<file path="config.mk">
export PLATFORM = sky130hd
export DESIGN_NAME = led_breathe_pwm
export DESIGN_NICKNAME = d
export VERILOG_FILES = /design/src/rtl/led_breathe_pwm.sv
export SDC_FILE = /design/constraint.sdc
export NUM_CORES = 1
export LEC_CHECK = 0
export CAP_MARGIN = 25
export CORE_ASPECT_RATIO = 2
export CORE_MARGIN = 3
export CORE_UTILIZATION = 55
export CTS_BUF_LIST = sky130_fd_sc_hd__clkbuf_8
export DETAILED_ROUTE_END_ITERATION = 10
export HOLD_SLACK_MARGIN = 0.03
export PLACE_DENSITY = 0.77
export SKIP_CTS_REPAIR_TIMING = 1
export SLEW_MARGIN = 10
export SYNTH_ARGS = -nofsm -noshare
export SYNTH_HDL_FRONTEND = slang
export SYNTH_SLANG_ARGS = --single-unit
</file>
<file path="constraint.sdc">
create_clock -name clk -period 6.7 [get_ports clk]
set_input_delay 1.34 -clock clk [delete_from_list [all_inputs] [get_ports clk]]
set_output_delay 1.34 -clock clk [all_outputs]
set_load 0.05 [all_outputs]
</file>
<file path="src/rtl/led_breathe_pwm.sv">
// LED driver with OFF/SOLID/BLINK/BREATHE modes.
// In BREATHE mode a tick-driven FSM ramps a PWM duty level up and down, holding at each extreme.
module led_breathe_pwm #(
    parameter int PWM_BITS   = 8,
    parameter int STEP       = 1,
    parameter int HOLD_TICKS = 16
) (
    input  logic                clk,
    input  logic                rst_n,
    input  logic                en,
    input  logic                tick,
    input  logic [1:0]          mode,
    output logic                led,
    output logic [PWM_BITS-1:0] level,
    output logic [2:0]          phase
);

    localparam logic [1:0] MODE_OFF     = 2'b00;
    localparam logic [1:0] MODE_SOLID   = 2'b01;
    localparam logic [1:0] MODE_BLINK   = 2'b10;
    localparam logic [1:0] MODE_BREATHE = 2'b11;

    localparam logic [PWM_BITS-1:0] LVL_MAX   = '1;
    localparam logic [PWM_BITS:0]   STEP_X    = (PWM_BITS+1)'(STEP);
    localparam int                  HOLD_W    = (HOLD_TICKS > 1) ? $clog2(HOLD_TICKS) : 1;
    localparam logic [HOLD_W-1:0]   HOLD_LAST = HOLD_W'(HOLD_TICKS - 1);

    typedef enum logic [2:0] {
        IDLE    = 3'd0,
        UP      = 3'd1,
        HOLD_HI = 3'd2,
        DOWN    = 3'd3,
        HOLD_LO = 3'd4
    } state_t;

    function automatic logic [PWM_BITS-1:0] sat_add(input logic [PWM_BITS-1:0] a);
        logic [PWM_BITS:0] sum;
        sum = {1'b0, a} + STEP_X;
        if (sum > {1'b0, LVL_MAX}) sat_add = LVL_MAX;
        else                       sat_add = sum[PWM_BITS-1:0];
    endfunction

    function automatic logic [PWM_BITS-1:0] sat_sub(input logic [PWM_BITS-1:0] a);
        if ({1'b0, a} < STEP_X) sat_sub = '0;
        else                    sat_sub = a - STEP_X[PWM_BITS-1:0];
    endfunction

    state_t              state_q, state_d;
    logic [PWM_BITS-1:0] level_q, level_d;
    logic [PWM_BITS-1:0] pwm_cnt_q, pwm_cnt_d;
    logic [HOLD_W-1:0]   hold_cnt_q, hold_cnt_d;
    logic                blink_q, blink_d;
    logic                led_q, led_d;
    logic [1:0]          mode_prev_q, mode_prev_d;
    logic                en_prev_q, en_prev_d;
    logic                tick_ok;

    // A tick arriving on the same cycle en rises is dropped.
    assign tick_ok = tick & en & en_prev_q;

    always_comb begin
        state_d     = state_q;
        level_d     = level_q;
        hold_cnt_d  = hold_cnt_q;
        blink_d     = blink_q;
        led_d       = 1'b0;
        mode_prev_d = mode;
        en_prev_d   = en;
        pwm_cnt_d   = en ? pwm_cnt_q + 1'b1 : '0;

        if (en) begin
            case (mode)
                MODE_OFF:   led_d = 1'b0;
                MODE_SOLID: led_d = 1'b1;
                MODE_BLINK: led_d = blink_q;
                default:    led_d = (pwm_cnt_q < level_q);
            endcase
        end

        if (mode != mode_prev_q) begin
            state_d    = IDLE;
            level_d    = '0;
            hold_cnt_d = '0;
            blink_d    = 1'b0;
        end else if (en) begin
            if (mode != MODE_BREATHE) begin
                state_d    = IDLE;
                level_d    = '0;
                hold_cnt_d = '0;
                if (mode == MODE_BLINK && tick_ok) blink_d = ~blink_q;
            end else begin
                case (state_q)
                    IDLE: state_d = UP;
                    UP: if (tick_ok) begin
                        level_d = sat_add(level_q);
                        if (level_d == LVL_MAX) begin
                            state_d    = HOLD_HI;
                            hold_cnt_d = '0;
                        end
                    end
                    HOLD_HI: if (tick_ok) begin
                        if (hold_cnt_q == HOLD_LAST) begin
                            state_d    = DOWN;
                            hold_cnt_d = '0;
                        end else begin
                            hold_cnt_d = hold_cnt_q + 1'b1;
                        end
                    end
                    DOWN: if (tick_ok) begin
                        level_d = sat_sub(level_q);
                        if (level_d == '0) begin
                            state_d    = HOLD_LO;
                            hold_cnt_d = '0;
                        end
                    end
                    HOLD_LO: if (tick_ok) begin
                        if (hold_cnt_q == HOLD_LAST) begin
                            state_d    = UP;
                            hold_cnt_d = '0;
                        end else begin
                            hold_cnt_d = hold_cnt_q + 1'b1;
                        end
                    end
                    default: begin
                        state_d    = IDLE;
                        level_d    = '0;
                        hold_cnt_d = '0;
                    end
                endcase
            end
        end
    end

    always_ff @(posedge clk) begin
        if (!rst_n) begin
            state_q     <= IDLE;
            level_q     <= '0;
            pwm_cnt_q   <= '0;
            hold_cnt_q  <= '0;
            blink_q     <= 1'b0;
            led_q       <= 1'b0;
            mode_prev_q <= MODE_OFF;
            en_prev_q   <= 1'b0;
        end else begin
            state_q     <= state_d;
            level_q     <= level_d;
            pwm_cnt_q   <= pwm_cnt_d;
            hold_cnt_q  <= hold_cnt_d;
            blink_q     <= blink_d;
            led_q       <= led_d;
            mode_prev_q <= mode_prev_d;
            en_prev_q   <= en_prev_d;
        end
    end

    assign led   = led_q;
    assign level = level_q;
    assign phase = state_q;

endmodule

</file>
==> impl_metrics.json, run 1 <==
{
  "lay_top_cells": "28 x dfxtp_1, 22 x nor2_1, 18 x nand2_1, 17 x clkdlybuf4s50_1, 15 x o21ai_0",
  "syn_nets": 271,
  "wl_met3_um": 139,
  "slowest_delay_ps": 920,
  "top_usage_layer": "met2",
  "ys.flops": 28,
  "min_period_ps": 3270,
  "fin_area_um2": 2220,
  "stdcell_count": 306,
  "finalCritPeriodShare_pct": 48.7,
  "rsz0062_at_grt": "no",
  "clk_latency_ps": 260,
  "grt-ovfl-total": 0,
  "synth_area_um2": 2010,
  "async_flop_share_pct": 0,
  "dr.pass1.iters": 4,
  "p_sw_share_pct": 21.8,
  "antenna_found_initial": 0,
  "flop_cell": "dfxtp_1",
  "ys_warn_count": 0,
  "grtUsageMet1_pct": 26.9,
  "status": "completed",
  "wl_met1_um": 1890,
  "finalWirelength_um": 4940,
  "r2r_cells": 8,
  "layout_top_cell": "dfxtp_1",
  "cap_violations": 0,
  "whs_path_depth": 1,
  "yosysSeqAreaShare_pct": 27.9,
  "fp_util_pct": 58.2,
  "synth.distinct_cells": 54,
  "place_congestion": 1.01,
  "syn_avg_cell_area_um2": 7.95,
  "yosys_cells": 253,
  "edf_count": 0,
  "grt_max_degree": 19,
  "min_from": "pwm_cnt_q[0]",
  "fmax_mhz": 306,
  "report.final.slew_viol_count": 0,
  "slew_headroom_pct": 48.7,
  "dp_hpwl_um": 3820,
  "cp-start-kind": "flop",
  "clkPwrFrac_pct": 33.9,
  "path_cells": "clkdlybuf4s50_1",
  "p_comb_share_pct": 8.3,
  "p_switching_uw": 64.0,
  "finClkSkew_ps": 3.21,
  "worst_slew_pin_slew_ps": 762,
  "power_frac_seq_pct": 57.8,
  "vias": 1906
}
[run 1: cell usage after synthesis, drive strengths merged, types with 3 or more instances]
library cell,n
nand3,13
a22oi,3
mux2i,4
a21oi,13
or3,5
ha,12
xor2,5
nand2,18
or4,4
nor4,3
xnor2,7
clkbuf,12
nor2,22
and3,7
inv,11
o21ai,15
and2,4
buf,5
a32o,3
nand4,5
o41ai,3
o211ai,4
a311oi,3
nor2b,3
dfxtp,28
nor3,9
a41oi,3
[run 1: how the worst max path moves through the flow]
stage / slack [ps] / start / depth (start not counted) / end
6_report: 3430 / phase[1] / 1 / phase[1]
5_1_grt: 3240 / mode[1] / 6 / level[1]
4_1_cts: 3210 / mode[0] / 5 / level[6]
3_5_place_dp: 2900 / mode[0] / 5 / level[6]
3_3_place_gp: 3000 / mode[0] / 5 / level[3]
2_1_floorplan: 3740 / mode[0] / 7 / hold_cnt_q[3]
[run 1: cell type report]
type                       instances  share of cell area (%)
tap                               48                    2.70
sequential                        28                    25.2
multi-input combinational        197                    59.9
timing repair buffer              18                    7.87
clock buffer                       4                    2.47
inverter                          11                    1.86
[run 1: kinds of logic (layout without fill, tap and decap cells)]
family	count (synthesis)	in the layout	share of synthesized area, %
XOR/XNOR	12	12	5.23
multiplexers	4	4	1.99
buffers and inverters	28	33	5.85
AND/OR/NAND/NOR	106	106	30.1
adder cells (fa/ha/maj)	12	12	7.47
AND-OR/OR-AND	63	63	21.5
flip-flops	28	28	27.9
[run 1: power by group through the flow]
stage / clock network, mW / registers [mW] / logic, mW
6_report: 0.0998 / 0.170 / 0.0243
5_1_grt: 0.112 / 0.170 / 0.0273
3_3_place_gp: 0 / 0.174 / 0.0235
3_5_place_dp: 0 / 0.174 / 0.0238
2_1_floorplan: 0 / 0.175 / 0.0153
4_1_cts: 0.107 / 0.170 / 0.0239
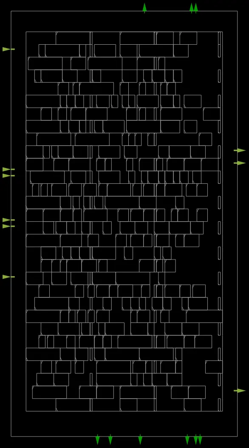
**Above:** run 1 (cell placement).
flop share of the area: 25.2%
Fill cells: 337
Floorplan Core Area: 3450 um2

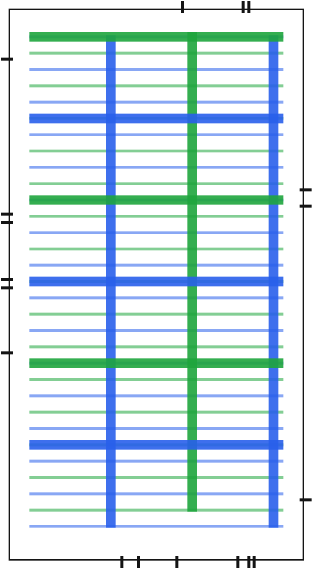
**Above:** run 1 (power grid).
Scale: 6 px per um. Pins as bars on the die edge.
VDD: drawn in green. VSS: drawn in blue.
3 straps on met4. 6 straps on met5. 18 signal pins sit on the boundary. 31 met1 rails follow the rows.
Worst VDD drop: 0.128 mV
die width: 48.8 um
Chip Height: 91.5 um

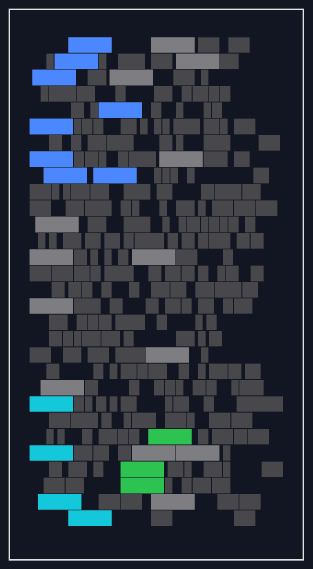
**Above:** run 1 (sequential cells coloured by netlist name).
Scale: 6 px per um. Other sequential cells in the stronger grey, the rest of the logic in the fainter grey.
pwm_cnt_q: drawn in blue, sequential cells 8, where upper left. phase: drawn in green, sequential cells 3. hold_cnt_q: drawn in cyan, sequential cells 4, where lower left.
final core occ: 64.4%
FF/Latch Area: 561 um2

==> inputs of run 2 (changes only) <==
clock period = 3.3 ns   (was 6.7 ns; I/O delays follow)
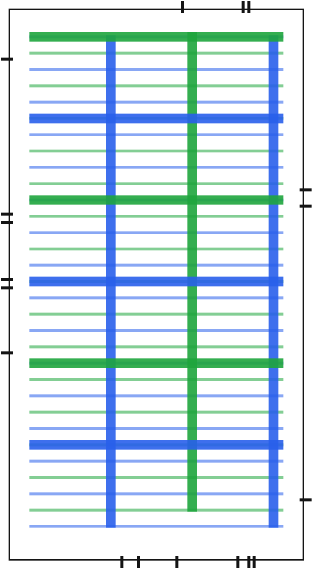
**Above:** run 2 (power grid).
Scale: 6 px per um. Pins as bars on the die edge.
VDD: drawn in green. VSS: drawn in blue.
3 straps on met4. 18 signal pins sit on the boundary. 31 met1 rails follow the rows.
Worst VDD drop: 0.303 mV

==> run 2 against run 1 <==
Compared with the run above: first-iteration DRC count down 14%; largest cell class unchanged; combinational power rose by 120%; via count increased by 0.37%; core utilization rose by 0.98 points; hold slack improved by 1.9 ps; global-route usage fell by 0.31 points; clock-buffer cell count fell by 1; synthesized area did not move; routed wire length rose by 3.2%; synthesized cell count is the same; critical path type is now flop to flop; cell area rose by 1.5%.
==> impl_metrics.json, run 2 <==
{
  "dp_hpwl_um": 3760,
  "syn_avg_cell_area_um2": 7.95,
  "r2r_cells": 8,
  "vias": 1913,
  "report.final.slew_viol_count": 0,
  "xor_share_pct": 5.23,
  "syn_nets": 271,
  "top_logic_kind": "simple AND/OR/NAND/NOR gates",
  "finalWirelength_um": 5100,
  "clk_latency_ps": 280,
  "min_from": "pwm_cnt_q[0]",
  "ys_sh_mux_pct": 1.99,
  "flop_cell": "dfxtp_1",
  "lay_top_cells": "28 x dfxtp_1, 22 x nor2_1, 18 x nand2_1, 17 x clkdlybuf4s50_1, 15 x o21ai_0",
  "place_congestion": 1.01,
  "slew_headroom_pct": 54.4,
  "die_h_um": 91.5,
  "async_flop_share_pct": 0,
  "synth.distinct_cells": 54,
  "compound_area_share_pct": 21.5,
  "antenna_found_initial": 0,
  "min_period_ps": 2860,
  "edf_count": 0,
  "synthAdderAreaFrac_pct": 7.47,
  "yosysSeqAreaShare_pct": 27.9,
  "status": "completed",
  "slowest_delay_ps": 570,
  "whs_path_depth": 1,
  "nFillCells": 346,
  "synth_area_um2": 2010,
  "rsz0062_at_grt": "no",
  "cap_violations": 0,
  "yosysMostFrequentCell": "dfxtp_1",
  "worst_slew_pin_slew_ps": 678,
  "finClkSkew_ps": 3.25,
  "path_cells": "inv_1 -> ha_1 -> nor4bb_1 -> a22oi_1 -> o21bai_1 -> nand4_4 -> nor3_1 -> a311oi_1",
  "finalCritPeriodShare_pct": 86.6
}
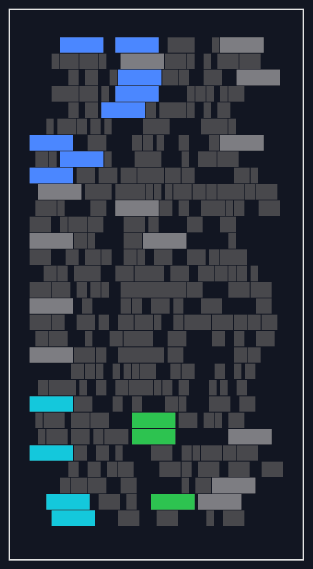
**Above:** run 2 (sequential cells coloured by netlist name).
Scale: 6 px per um. Other sequential cells in the stronger grey, the rest of the logic in the fainter grey.
phase: drawn in green, sequential cells 3. pwm_cnt_q: drawn in blue, sequential cells 8. hold_cnt_q: drawn in cyan, sequential cells 4, where lower left.
flop share of the area: 24.8%
seq pwr: 346 uW
final core occ: 65.4%

## run 2: where the power goes
group          total (mW)  internal [mW]  leakage [nW]  switching, mW
Sequential          0.346          0.342         0.227        0.00384
Combinational      0.0528         0.0207         0.539         0.0322
Clock               0.276          0.163        0.0357          0.114
Total               0.675          0.525         0.801          0.150
## run 2: stage by stage
step / worst slack, ps / util, % / instances / hold slack [ps]
floorplan: 617 / - / 253 / 422
global placement: 555 / 63.3 / 304 / 445
detailed placement: 478 / 63.3 / 304 / 448
CTS: 521 / 65.4 / 308 / 472
global route: 210 / 65.4 / 308 / 485
finish: 442 / 65.4 / 308 / 469
## run 2: how the worst max path moves through the flow
stage	from	endpoint	cells past startpoint
after floorplan	level[1]	phase[1]	9
after global placement	mode[0]	hold_cnt_q[3]	7
after detailed placement	mode[0]	hold_cnt_q[3]	7
after CTS	level[0]	hold_cnt_q[3]	8
after global routing	level[0]	hold_cnt_q[3]	8
final	level[0]	hold_cnt_q[3]	8
## run 2: area by class of cell
type                    instances  share of cell area (%)
multi-input cells             197                    59.0
inverters                      11                    1.83
flip-flops and latches         28                    24.8
clock buffers                   3                    1.83
well taps                      48                    2.66
clock inverters                 1                    1.33
repair buffers                 20                    8.53
## run 2: cell families after synthesis
kind of cell    count (synthesis)
flops                          28
xor+xnor                       12
mux                             4
fa+ha+maj                      12
compound gates                 63
buf+inv                        28
simple gates                  106
## run 2: routing by layer
layer / GRT usage, % / part of all wire, %
met1: 27.1 / 40
met2: 44.1 / 55
met3: 2.30 / 3.4
met4: 10.2 / 2.1
met5: 0 / 0
## run 2: critical path: cells and delay by family, from the launching register on
family | cells | cell delay (ps)
fa+ha+maj | 1 | 410
flops | 1 | 570
buf+inv | 1 | 200
simple gates | 3 | 980
compound gates | 3 | 570
==> inputs of run 3 (changes only) <==
CTS_CLUSTER_SIZE = 12   (was not set)
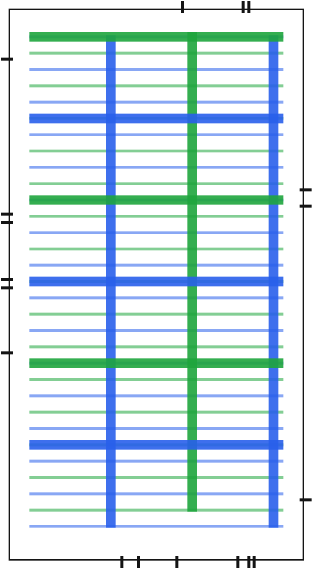
**Above:** run 3 (power grid).
Scale: 6 px per um. Pins as bars on the die edge.
VDD: drawn in green. VSS: drawn in blue.
6 straps on met5. 18 signal pins sit on the boundary. 31 met1 rails follow the rows. The core has 30 rows. 3 straps on met4.

==> run 3 against run 2 <==
Compared with the run above: cell area is the same; clock skew is the same; global-route usage is the same; synthesized area is the same; hold slack is the same; largest power group unchanged; combinational power is essentially flat; synthesized cell count is the same; highest routed layer unchanged; first-iteration DRC count is the same; clock-buffer cell count is the same; sequential power is essentially flat; die size is the same.
==> impl_metrics.json, run 3 <==
{
  "status": "completed",
  "worst_slew_pin_slew_ps": 678,
  "crit_end": "hold_cnt_q[3]",
  "fp_util_pct": 58.2,
  "die_h_um": 91.5,
  "clk_latency_ps": 280,
  "dp.cells": 304,
  "yosysMostFrequentCell": "dfxtp_1",
  "finalWirelength_um": 5100,
  "vias": 1913,
  "ant_nets": 0,
  "yosysSeqAreaShare_pct": 27.9,
  "r2r_cells": 8,
  "dp_hpwl_um": 3760,
  "stdcell_count": 308,
  "synth_area_um2": 2010,
  "drt_iter0_markers": 77,
  "min_period_ps": 2860,
  "antenna_found_initial": 0,
  "fmax_mhz": 350,
  "route.top_layer_used": "met4",
  "finClkSkew_ps": 3.25,
  "lay_top_cells": "28 x dfxtp_1, 22 x nor2_1, 18 x nand2_1, 17 x clkdlybuf4s50_1, 15 x o21ai_0",
  "place_congestion": 1.01,
  "edf_count": 0,
  "rsz0062_at_grt": "no",
  "ir_drop_mv": 0.303,
  "wl_met2_um": 2790,
  "wl_met1_um": 2030,
  "synth.distinct_cells": 54,
  "slew_headroom_pct": 54.4,
  "ys.flops": 28,
  "async_flop_share_pct": 0,
  "whs_path_depth": 1,
  "startpoint": "level[0]",
  "min_from": "pwm_cnt_q[0]",
  "cap_violations": 0,
  "routed_via_density": 6.21,
  "finalCritPeriodShare_pct": 86.6,
  "flop_cell": "dfxtp_1",
  "wl_met3_um": 171
}
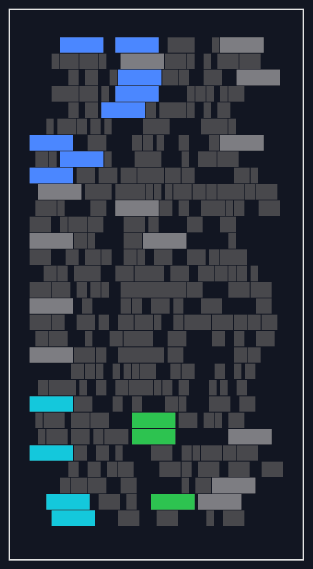
**Above:** run 3 (sequential cells coloured by netlist name).
Scale: 6 px per um. Other sequential cells in the stronger grey, the rest of the logic in the fainter grey.
hold_cnt_q: drawn in cyan, sequential cells 4, where lower left. phase: drawn in green, sequential cells 3. pwm_cnt_q: drawn in blue, sequential cells 8.

[run 3: cell counts after synthesis]
Identical to the previous run, type by type.
[run 3: final cells by class]
cell class                      count  area [um2]
Clock buffer                        3        41.3
Clock inverter                      1        30.0
Fill cell                         346        1190
Inverter                           11        41.3
Multi-Input combinational cell    197        1330
Sequential cell                    28         561
Tap cell                           48        60.1
Timing Repair Buffer               20         193
[run 3: routing by layer]
layer,vias up,track usage (%)
li1,952,-
met3,8,2.30
met1,901,27.1
met4,0,10.2
met2,52,44.1
met5,-,0
[run 3: power by group]
group          total [mW]  switching, mW  leakage [nW]  internal [mW]
Sequential          0.346        0.00384         0.227          0.342
Combinational      0.0528         0.0322         0.539         0.0207
Clock               0.276          0.114        0.0357          0.163
[run 3: kinds of logic (layout without fill, tap and decap cells)]
family	count (synthesis)	in the layout	synth area share, %
AND-OR/OR-AND	63	63	21.5
XOR/XNOR	12	12	5.23
adder cells (fa/ha/maj)	12	12	7.47
buffers and inverters	28	35	5.85
flip-flops	28	28	27.9
multiplexers	4	4	1.99
AND/OR/NAND/NOR	106	106	30.1
[run 3: through the flow]
stage	setup slack (ps)	hold WS (ps)	instance area, um2	util (%)
after detailed placement	478	448	2190	63.3
after CTS	521	472	2260	65.4
after floorplan	617	422	2010	-
final	442	469	2260	65.4
after global placement	555	445	2190	63.3
after global routing	210	485	2260	65.4
[run 3: worst max-delay path, stage by stage, from the launching register on]
cell	delay (ps)
dfxtp_1	570
inv_1	200
ha_1	410
nor4bb_1	370
a22oi_1	150
o21bai_1	240
nand4_4	170
nor3_1	440
a311oi_1	180
Power and IR drop assume default switching activity.
